==> src/rtl/bus_master_arbiter.sv <==
// bus_master_arbiter: two-master round-robin bus arbiter with bounded lock hold
`ifndef XLEN
`define XLEN 32
`endif
module bus_master_arbiter #(
    parameter int XLEN = `XLEN,
    parameter int LOCK_MAX = 8
) (
    input  logic            clk,
    input  logic            reset_n,
    input  logic            m0_req_valid,
    input  logic [XLEN-1:0] m0_req_addr,
    input  logic [63:0]     m0_req_wdata,
    input  logic            m0_req_we,
    input  logic [2:0]      m0_req_size,
    input  logic            m0_req_lock,
    output logic            m0_req_ready,
    output logic [63:0]     m0_req_rdata,
    input  logic            m1_req_valid,
    input  logic [XLEN-1:0] m1_req_addr,
    input  logic [63:0]     m1_req_wdata,
    input  logic            m1_req_we,
    input  logic [2:0]      m1_req_size,
    input  logic            m1_req_lock,
    output logic            m1_req_ready,
    output logic [63:0]     m1_req_rdata,
    output logic            bus_req_valid,
    output logic [XLEN-1:0] bus_req_addr,
    output logic [63:0]     bus_req_wdata,
    output logic            bus_req_we,
    output logic [2:0]      bus_req_size,
    input  logic            bus_req_ready,
    input  logic [63:0]     bus_req_rdata,
    output logic [1:0]      grant,
    output logic            busy
);
    localparam int LW = $clog2(LOCK_MAX) + 1;
    typedef enum logic [1:0] {IDLE, GRANT0, GRANT1} state_t;
    state_t state, next_state;
    logic last_grant;
    logic [LW-1:0] lock_cnt;
    logic sel0, sel1, lock_g, lock_ok, done;
    assign sel0 = state == GRANT0;
    assign sel1 = state == GRANT1;
    assign lock_g = sel0 ? m0_req_lock : sel1 && m1_req_lock;
    assign lock_ok = int'(lock_cnt) + 1 < LOCK_MAX;
    assign done = busy && bus_req_valid && bus_req_ready;
    // lock_cnt saturates at LOCK_MAX-1 while the holder keeps the bus with nobody waiting
    always_ff @(posedge clk or negedge reset_n) begin
        if (!reset_n) begin
            state <= IDLE;
            last_grant <= 1'b1;
            lock_cnt <= '0;
        end else begin
            state <= next_state;
            if (done) last_grant <= sel1;
            lock_cnt <= (next_state != state || !busy || (done && !lock_g)) ? '0 :
                        (done && lock_ok) ? lock_cnt + 1'b1 : lock_cnt;
        end
    end
    always_comb begin
        next_state = state;
        case (state)
            IDLE:    next_state = (m0_req_valid && (!m1_req_valid || last_grant)) ? GRANT0 :
                                  m1_req_valid ? GRANT1 : IDLE;
            GRANT0:  next_state = !m0_req_valid ? IDLE :
                                  (!bus_req_ready || (m0_req_lock && lock_ok) || !m1_req_valid) ? GRANT0 : GRANT1;
            GRANT1:  next_state = !m1_req_valid ? IDLE :
                                  (!bus_req_ready || (m1_req_lock && lock_ok) || !m0_req_valid) ? GRANT1 : GRANT0;
            default: next_state = IDLE;
        endcase
    end
    always_comb begin
        grant = {sel1, sel0};
        busy = state != IDLE;
        bus_req_valid = sel0 ? m0_req_valid : sel1 && m1_req_valid;
        bus_req_addr = sel0 ? m0_req_addr : sel1 ? m1_req_addr : '0;
        bus_req_wdata = sel0 ? m0_req_wdata : sel1 ? m1_req_wdata : '0;
        bus_req_we = sel0 ? m0_req_we : sel1 && m1_req_we;
        bus_req_size = sel0 ? m0_req_size : sel1 ? m1_req_size : '0;
        m0_req_ready = sel0 && bus_req_ready;
        m1_req_ready = sel1 && bus_req_ready;
        m0_req_rdata = sel0 ? bus_req_rdata : '0;
        m1_req_rdata = sel1 ? bus_req_rdata : '0;
    end
endmodule

==> config.mk <==
export PLATFORM = sky130hd
export DESIGN_NAME = bus_master_arbiter
export DESIGN_NICKNAME = d
export VERILOG_FILES = /design/src/rtl/bus_master_arbiter.sv
export SDC_FILE = /design/constraint.sdc
export NUM_CORES = 1
export LEC_CHECK = 0
export ABC_AREA = 1
export CORE_AREA = 2 2 195 197
export DETAILED_ROUTE_END_ITERATION = 10
export DIE_AREA = 0 0 197 199
export PLACE_DENSITY_LB_ADDON = 0.05
export SYNTH_ARGS = -nofsm -noshare
export SYNTH_HDL_FRONTEND = slang
export SYNTH_SLANG_ARGS = --single-unit
==> constraint.sdc <==
create_clock -name clk -period 2.05 [get_ports clk]
set_clock_uncertainty 0.15 [all_clocks]
set_input_delay 0.3075 -clock clk [delete_from_list [all_inputs] [get_ports clk]]
set_output_delay 0.3075 -clock clk [all_outputs]
set_load 0.01 [all_outputs]
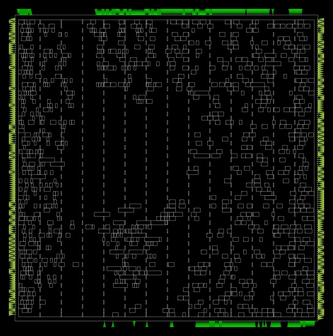
Figure 1: cell outlines without signal wires.
Finished Layout Cells: 1396
fillcell total: 4255
flip-flops: 7

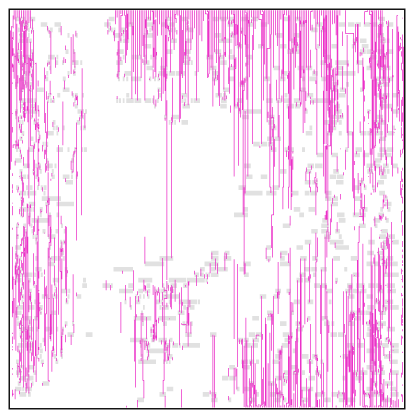
Figure 2: met2 routing.
(2 px per µm) Cells faint in the background.
longest straight run: 91.3 µm
main direction: vertical
share of all routed wire: 54%
Routed Wire Length: 27900 µm
met2 layer usage reported by global route: 25.2%
number of vias after detailed routing: 4827

==> writeup.txt <==
Counting stages on the worst path, the most repeated cell is sky130_fd_sc_hd__buf_6. Per the synth log, the flip-flop and latch total comes to 7. The tools report the summed negative setup slack over all endpoints as -1460 ps.

In the finished layout, the clock tree contains a buffer count of 4. The share of flip-flops with an asynchronous set or reset was 100%. The run gives 430 µV for the maximum ir drop on the vdd rail. The synthesis report names the predominant flop master as sky130_fd_sc_hd__dfrtp_1.

The total count of hold-check failures in the final report is 0, and the register-to-register path setup slack is 180 ps. Cells fill 21.1% of the core in the end. The top routing layer in use was met5.

The clock network takes up 1.01% of total cell area after layout. The run gives 9870 µm for the post-route met1 wirelength. For this run, the top clock speed supported by timing is 472 MHz.

The power report lists the combinational group at 7.81 mW. Hold timing on the final database bottoms out at a slack of 211 ps. The worst-case setup slack after placement was -128 ps.

The flow reported a cell area power density of 1060 nW/µm². Hold repair after CTS inserted 0 buffers. The average instance area after synthesis is 5.72 µm², and the chip footprint is 39200 µm². Synthesis produced a netlist with a net count of 672.

The leakage component of the power was reported as 4.19 nW. The combined global-route utilization of all metal layers was 12.7%. STA classifies the critical path startpoint as a register.

The largest registers in the layout are lock_cnt (4), state (2), last_grant (1). The logs give 0 for the count of maximum capacitance violations and 0 for the number of remaining DRC errors. Once placement finished, the instance area stood at 8000 µm². The fraction of final cell area spent on non-clock buffers in this run is 63.8%.

The finished cells cover 7840 µm². The floorplan report lists the tap cell count as 474. Largest family of logic cells by area: AND-OR/OR-AND gates. The type of the worst setup path is register to output pin. The post-synth tally of flip-flops with integrated enable was 0. The width of the die was 197 µm. After the first detailed-routing iteration, the DRC count stood at 106. The script logs the mean routed wire length per placed instance as 20.0 µm.

By area, the class that comes first in the final layout consists of buffers. Top logic cell by instance count in the layout: sky130_fd_sc_hd__clkdlybuf4s50_1. Of the total synthesized cell area, the portion taken by AND, OR, NAND and NOR gates is 30.0%. The run gives 1195 as the number of nets in the layout. Counting the buffers created by CTS gives 3. The internal portion of the total power is 4.29 mW. The largest power group is combinational logic. The tools report the end of the critical path as bus_req_addr[29].

The layer with the highest usage after global routing was met2. Startpoint of the worst register-to-register path: state[0]$_DFF_PN0_. The run gives 79 for the inverter count of the layout excluding clock inverters. Share of the cycle needed by the critical path after routing: 103%. The number of routed nets with antenna violations was 0; the number of warnings printed during yosys synthesis was 0. The checks that failed: setup timing. Of the total standard cell area in the layout, the multi-input combinational portion is 21.2%. The run gives 93.6% as the part of the power in combinational logic. The run gives 0 for the number of max-slew violations in the final report.

The dominant cell by count in the synthesized netlist was sky130_fd_sc_hd__nor2_1. The share of synthesized cell area in full adder, half adder and majority cells works out to 0.547%. The register with the most flip-flops in the final layout is lock_cnt.

Initial antenna violation count: 3. The critical path starts at state[1]$_DFF_PN0_. The placement summary gives the final routability congestion estimate as 0.751. The total chip power came out at 8.34 mW.

The tools report the portion of total power attributed to the clock network as 4.0%. 505 I/O pins were placed. By count the netlist is led by sky130_fd_sc_hd__nor2_1, sky130_fd_sc_hd__a22o_1, sky130_fd_sc_hd__inv_1. The post-synthesis compound-gate area fraction was 40.0%. The run finished, with violations left. Multiplexer cells account for 0% of the synthesized area.

The residual overflow from global routing is 0, and the number of buffers other than clock buffers in the final layout is 555. In the Yosys report the total cell count is 400. Switching share of power: 48.5%. Setup repair after global routing could not meet its margin everywhere. In the final report, the number of endpoints failing setup comes to 34. The synthesized netlist contains 23 unique library cells. The worst register-to-register path depth is 10.

The register area is 176 µm². The fraction of area in registers was 2.25%; the count of cells resized by post-cts repair was 395. The multi-input combinational cells in the finished layout cover a total of 1660 µm².

CTS placed an instance of sky130_fd_sc_hd__clkbuf_16 at the clock tree root. Sequential cells account for 2.4% of the total power. For the floorplan row count, the log shows 71. With the slew at the pin with the worst max-slew slack at 378 ps, the routed wire length on met3 is 2760 µm.

The tools report the number of levels in the clock H-tree as 1. Summing the areas of all xor and xnor instances in the mapped netlist gives 0.766% of the synthesized area. The tools report the placed wire-length estimate after detailed placement as 23700 µm.

Final critical-path required period: 2120 ps. Looking at the clock tree report, the maximum root-to-sink buffer count equals 2. The post-route netlist has 26.4% of its cells at a drive strength greater than 1.

The clock sink total was 7. STA classifies the critical path endpoint as an output pin. Number of flip-flops under the largest register name: 4. The kind of cell with the highest combined delay along the critical path is buffers and inverters. The tools report the required time of the critical path as 1590 ps. The number of buffers inserted to repair setup after CTS was 2; the number of iterations in the first detailed-routing pass was 6. Per the skew report, the later register of the worst-skew pair sees a clock latency of 230 ps. The vertical die dimension works out to 199 µm.

For this run, the chip area from Yosys synthesis comes to 2290 µm². The run gives 7 for the largest fanout on the critical path. Port buffering added 504 buffers. The synthesized instance count is 400. After detailed routing, the met2 layer carries 15000 µm of wire. At the floorplan stage, the core utilization is reported as 6.16%. The stage logs contain a warning count of 28. Along the critical path, the tally of buffer and inverter instances is 6. Standard cell with the maximum stage delay on the critical path: sky130_fd_sc_hd__dfrtp_1.

For this run, the register share of the synthesized area comes to 7.71%. The final worst setup slack was -68.9 ps. On the worst path, the slowest cell contributes a delay of 390 ps. According to the hold report, the worst path is of the primary input to asynchronous set/reset pin type.

In the post-synthesis netlist, the biggest area contributors are sky130_fd_sc_hd__a22o_1, sky130_fd_sc_hd__nor2_1, sky130_fd_sc_hd__inv_1. Entering global routing, the biggest net connects 43 pins.
Power figures rest on the tool's default switching activity, not on a simulated workload.
